`src/rtl/writeback_stage_pkg.sv`:
```
// rtl/writeback_stage_pkg.sv - shared types and encodings for the writeback stage
package writeback_stage_pkg;

  typedef enum logic [1:0] {
    IDLE      = 2'd0,
    LATCHED   = 2'd1,
    COMMITTED = 2'd2
  } wb_state_t;

  // data_size[1:0] is log2 of the access width in bytes
  localparam logic [1:0] SIZE_B = 2'b00;
  localparam logic [1:0] SIZE_H = 2'b01;
  localparam logic [1:0] SIZE_W = 2'b10;
  localparam logic [1:0] SIZE_D = 2'b11;
  localparam int UNSIGNED_BIT = 2;

  localparam int REG_ZERO = 0;

endpackage

```
`src/rtl/writeback_stage_load_data_aligner.sv`:
```
// rtl/writeback_stage_load_data_aligner.sv - combinational load shift, truncate and extend
module load_data_aligner
  import writeback_stage_pkg::*;
#(
  parameter int XLEN = 64
) (
  input  logic [XLEN-1:0] loaded_data_in,
  input  logic [2:0]      offset,
  input  logic [2:0]      data_size,
  output logic [XLEN-1:0] load_result
);

  logic [XLEN-1:0] shifted;
  logic            sign_fill;

  // Logical shift leaves bytes beyond the doubleword as zero for crossing accesses.
  always_comb begin
    shifted     = loaded_data_in >> {offset, 3'b000};
    sign_fill   = 1'b0;
    load_result = shifted;
    case (data_size[1:0])
      SIZE_B: begin
        sign_fill   = ~data_size[UNSIGNED_BIT] & shifted[7];
        load_result = {{(XLEN-8){sign_fill}}, shifted[7:0]};
      end
      SIZE_H: begin
        sign_fill   = ~data_size[UNSIGNED_BIT] & shifted[15];
        load_result = {{(XLEN-16){sign_fill}}, shifted[15:0]};
      end
      SIZE_W: begin
        sign_fill   = ~data_size[UNSIGNED_BIT] & shifted[31];
        load_result = {{(XLEN-32){sign_fill}}, shifted[31:0]};
      end
      default: load_result = shifted;
    endcase
  end

endmodule

```
`src/rtl/writeback_stage.sv`:
```
// rtl/writeback_stage.sv - final pipeline stage: capture, align, commit to register file
// Optional forwarding ports are compiled in with WB_BYPASS_EN.
module writeback_stage
  import writeback_stage_pkg::*;
#(
  parameter int XLEN       = 64,
  parameter int REG_ADDR_W = 5
) (
  input  logic                  clk,
  input  logic                  reset,
  input  logic                  memory_done,
  input  logic [XLEN-1:0]       loaded_data_in,
  input  logic [XLEN-1:0]       alu_data,
  input  logic [XLEN-1:0]       pc_plus_4,
  input  logic                  is_load,
  input  logic                  jump_link,
  input  logic [2:0]            data_size,
  input  logic                  reg_write,
  input  logic [REG_ADDR_W-1:0] dest_reg,
  input  logic                  regfile_write_ready,
  output logic                  mem_wb_pipeline_valid,
  output logic                  rf_write_enable,
  output logic [REG_ADDR_W-1:0] rf_write_addr,
  output logic [XLEN-1:0]       rf_write_data,
`ifdef WB_BYPASS_EN
  output logic                  bypass_valid,
  output logic [REG_ADDR_W-1:0] bypass_reg,
  output logic [XLEN-1:0]       bypass_data,
`endif
  output logic                  writeback_done
);

  wb_state_t state, state_next;

  logic [XLEN-1:0]       cap_loaded;
  logic [XLEN-1:0]       cap_alu;
  logic [XLEN-1:0]       cap_pc;
  logic                  cap_is_load;
  logic                  cap_jump_link;
  logic [2:0]            cap_size;
  logic                  cap_reg_write;
  logic [REG_ADDR_W-1:0] cap_dest;

  logic            capture;
  logic            needs_write;
  logic [XLEN-1:0] load_result;
  logic [XLEN-1:0] result;

  assign capture     = (state == IDLE) && memory_done;
  assign needs_write = cap_reg_write && (cap_dest != REG_ADDR_W'(REG_ZERO));

  always_ff @(posedge clk or negedge reset) begin
    if (!reset) begin
      state <= IDLE;
    end else begin
      state <= state_next;
    end
  end

  // Captured fields reset to zero so the write port reads 0 while in reset.
  always_ff @(posedge clk or negedge reset) begin
    if (!reset) begin
      cap_loaded    <= '0;
      cap_alu       <= '0;
      cap_pc        <= '0;
      cap_is_load   <= 1'b0;
      cap_jump_link <= 1'b0;
      cap_size      <= '0;
      cap_reg_write <= 1'b0;
      cap_dest      <= '0;
    end else if (capture) begin
      cap_loaded    <= loaded_data_in;
      cap_alu       <= alu_data;
      cap_pc        <= pc_plus_4;
      cap_is_load   <= is_load;
      cap_jump_link <= jump_link;
      cap_size      <= data_size;
      cap_reg_write <= reg_write;
      cap_dest      <= dest_reg;
    end
  end

  load_data_aligner #(
    .XLEN (XLEN)
  ) u_aligner (
    .loaded_data_in (cap_loaded),
    .offset         (cap_alu[2:0]),
    .data_size      (cap_size),
    .load_result    (load_result)
  );

  always_comb begin
    result = cap_alu;
    if (cap_is_load) begin
      result = load_result;
    end else if (cap_jump_link) begin
      result = cap_pc;
    end
  end

  always_comb begin
    state_next            = state;
    mem_wb_pipeline_valid = 1'b0;
    rf_write_enable       = 1'b0;
    writeback_done        = 1'b0;
    case (state)
      IDLE: begin
        if (memory_done) state_next = LATCHED;
      end
      LATCHED: begin
        mem_wb_pipeline_valid = 1'b1;
        rf_write_enable       = needs_write && regfile_write_ready;
        if (!needs_write || regfile_write_ready) begin
          writeback_done = 1'b1;
          state_next     = memory_done ? COMMITTED : IDLE;
        end
      end
      COMMITTED: begin
        mem_wb_pipeline_valid = 1'b1;
        if (!memory_done) state_next = IDLE;
      end
      default: state_next = IDLE;
    endcase
  end

  assign rf_write_addr = cap_dest;
  assign rf_write_data = result;

`ifdef WB_BYPASS_EN
  always_comb begin
    bypass_valid = mem_wb_pipeline_valid && needs_write && (state == LATCHED);
    bypass_reg   = bypass_valid ? cap_dest : '0;
    bypass_data  = bypass_valid ? result : '0;
  end
`endif

endmodule

```
`config.mk`:
```
export PLATFORM = sky130hd
export DESIGN_NAME = writeback_stage
export DESIGN_NICKNAME = d
export VERILOG_FILES = /design/src/rtl/writeback_stage_pkg.sv /design/src/rtl/writeback_stage_load_data_aligner.sv /design/src/rtl/writeback_stage.sv
export SDC_FILE = /design/constraint.sdc
export NUM_CORES = 1
export LEC_CHECK = 0
export CAP_MARGIN = 30
export CORE_MARGIN = 2
export CORE_UTILIZATION = 54
export CTS_CLUSTER_SIZE = 25
export DETAILED_ROUTE_END_ITERATION = 8
export PLACE_DENSITY_LB_ADDON = 0.05
export SLEW_MARGIN = 25
export SYNTH_ARGS = -nofsm -noshare
export SYNTH_HDL_FRONTEND = slang
export SYNTH_HIERARCHICAL = 1
export SYNTH_SLANG_ARGS = --single-unit
export TNS_END_PERCENT = 1
```
`constraint.sdc`:
```
create_clock -name clk -period 4.7 [get_ports clk]
set_input_delay 1.175 -clock clk [delete_from_list [all_inputs] [get_ports clk]]
set_output_delay 1.175 -clock clk [all_outputs]
set_load 0.03 [all_outputs]
```
**Routing congestion map**

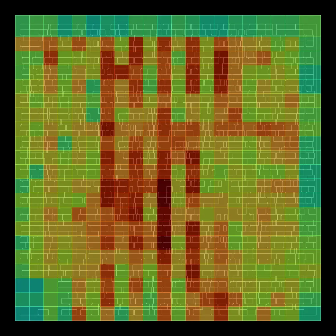
Post-Route Utilization: 72.8%
Routed WL per cell: 21.8 µm
GR Util met2: 45.6%

**Wires at chosen ports, followed through buffers**

Scale bar: 50 µm.
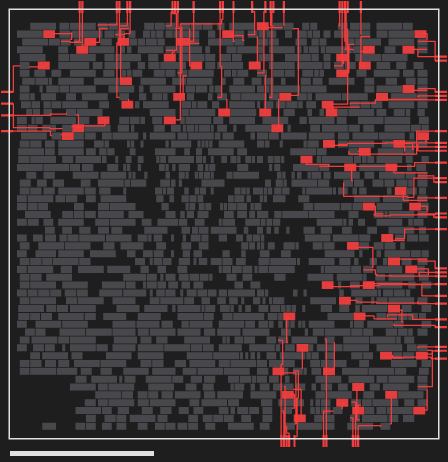
- red: pc_plus_4 (bits 64; direction input; edge 27 right, 23 top, 10 bottom, 4 left; end cells 64; buffers 64; wire 1730 µm)
input/output buffers: 278
I/O pin count: 279

**Sequential cells grouped by signal name**

Other sequential cells in the stronger gray, the rest of the logic in the fainter gray.
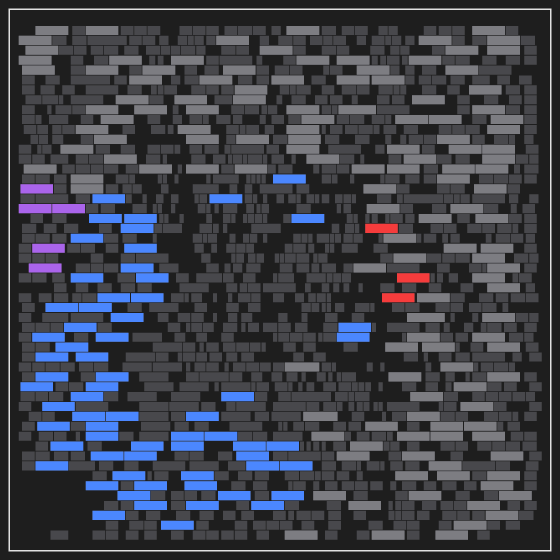
- blue: cap_loaded (sequential cells 64)
- red: cap_size (sequential cells 3)
- purple: rf_write_addr (sequential cells 5)
- not colored: 133

==> impl_metrics.yaml <==
# yosys + openroad results
run_status:
  status: "finished clean"
worst_hold_path:
  hp-start: "cap_alu[50]$_DFFE_PN0P_"
  whs_endpoint: "cap_alu[50]$_DFFE_PN0P_"
layout:
  finish.instance_area_mm2: 0.0148
  comb_area_share_pct: 38.3
  nNonClkBuffers: 295
  clockNetworkAreaShare_pct: 5.48
  mostFrequentLayoutCell: "clkdlybuf4s50_1"
  clkbuf_count: 32
  logic_gate_count: 638
  most-common-layout-cells: "clkdlybuf4s50_1 (229), mux2_2 (213), dfrtp_1 (201)"
clock_tree:
  cts_resized: 0
  root_buffer: "clkbuf_16"
  cts_setup_buffers: 0
place:
  placed_cells: 1410
  place.gp.congestion: 0.940
  pre_cts_ws_ns: 0.835
  dp_hpwl_um: 23000
die:
  chipWidth_um: 148
  tap_cells: 270
  fp.dieH_um: 148
drt:
  vias: 8561
timing:
  drv_slew: 0
  finalSetupViolations: 0
  fmax_mhz: 223
logic_synthesis:
  synthDistinctLibCells: 40
  synth_top_cell_by_area: "dfrtp_1"
  syn_area_per_cell_um2: 12.2
  ys_seq_share_pct: 45.5
power_and_ir_drop:
  power.total_uw: 13100
  seqPwrFrac_pct: 28.2
  p_sw_share_pct: 43.9
  p_seq_uw: 3690
  p_switching_uw: 5740
global_route:
  grt_usage_pct: 28.6
  grt_max_degree: 91
setup_path:
  endpoint_kind: "output port"
  reg2reg_depth: 5
  slowest_stage: "buf_4"
  path_buffers: 3
job:
  maxCapViolCount: 0
**Clock distribution**

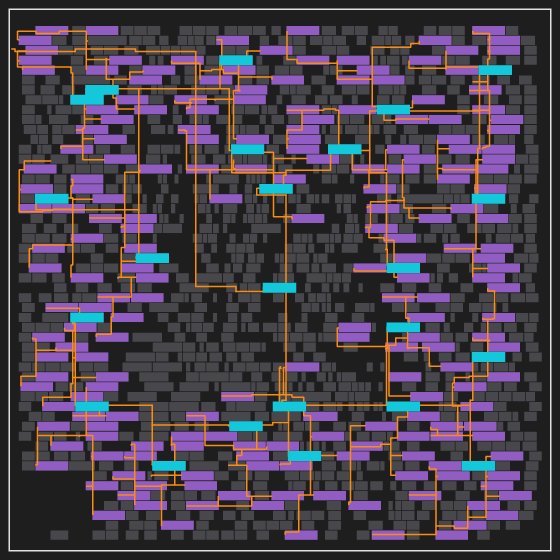
- orange: clock wires (length 2480 µm)
- purple: flip-flops (count 205)
- cyan: cells driving clock nets (count 23)
- flops lie: widely spread
clock latency at the later pin of the worst-skew pair: 0.51 ns
Final Skew: 0.0167 ns
clock share of power: 14.5%
Clk power: 1900 µW

**Met1 routing**

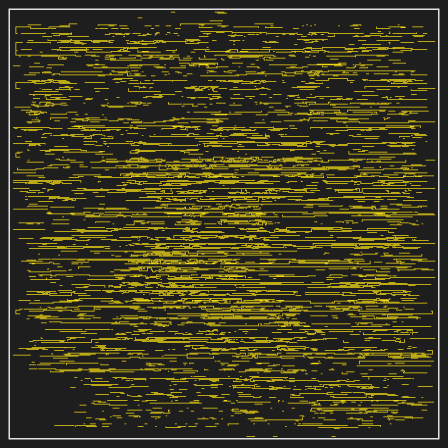
- longest straight run: 47.8 µm
- share of all routed wire: 42%

Power figures rest on the tool's default switching activity, not on a simulated workload.
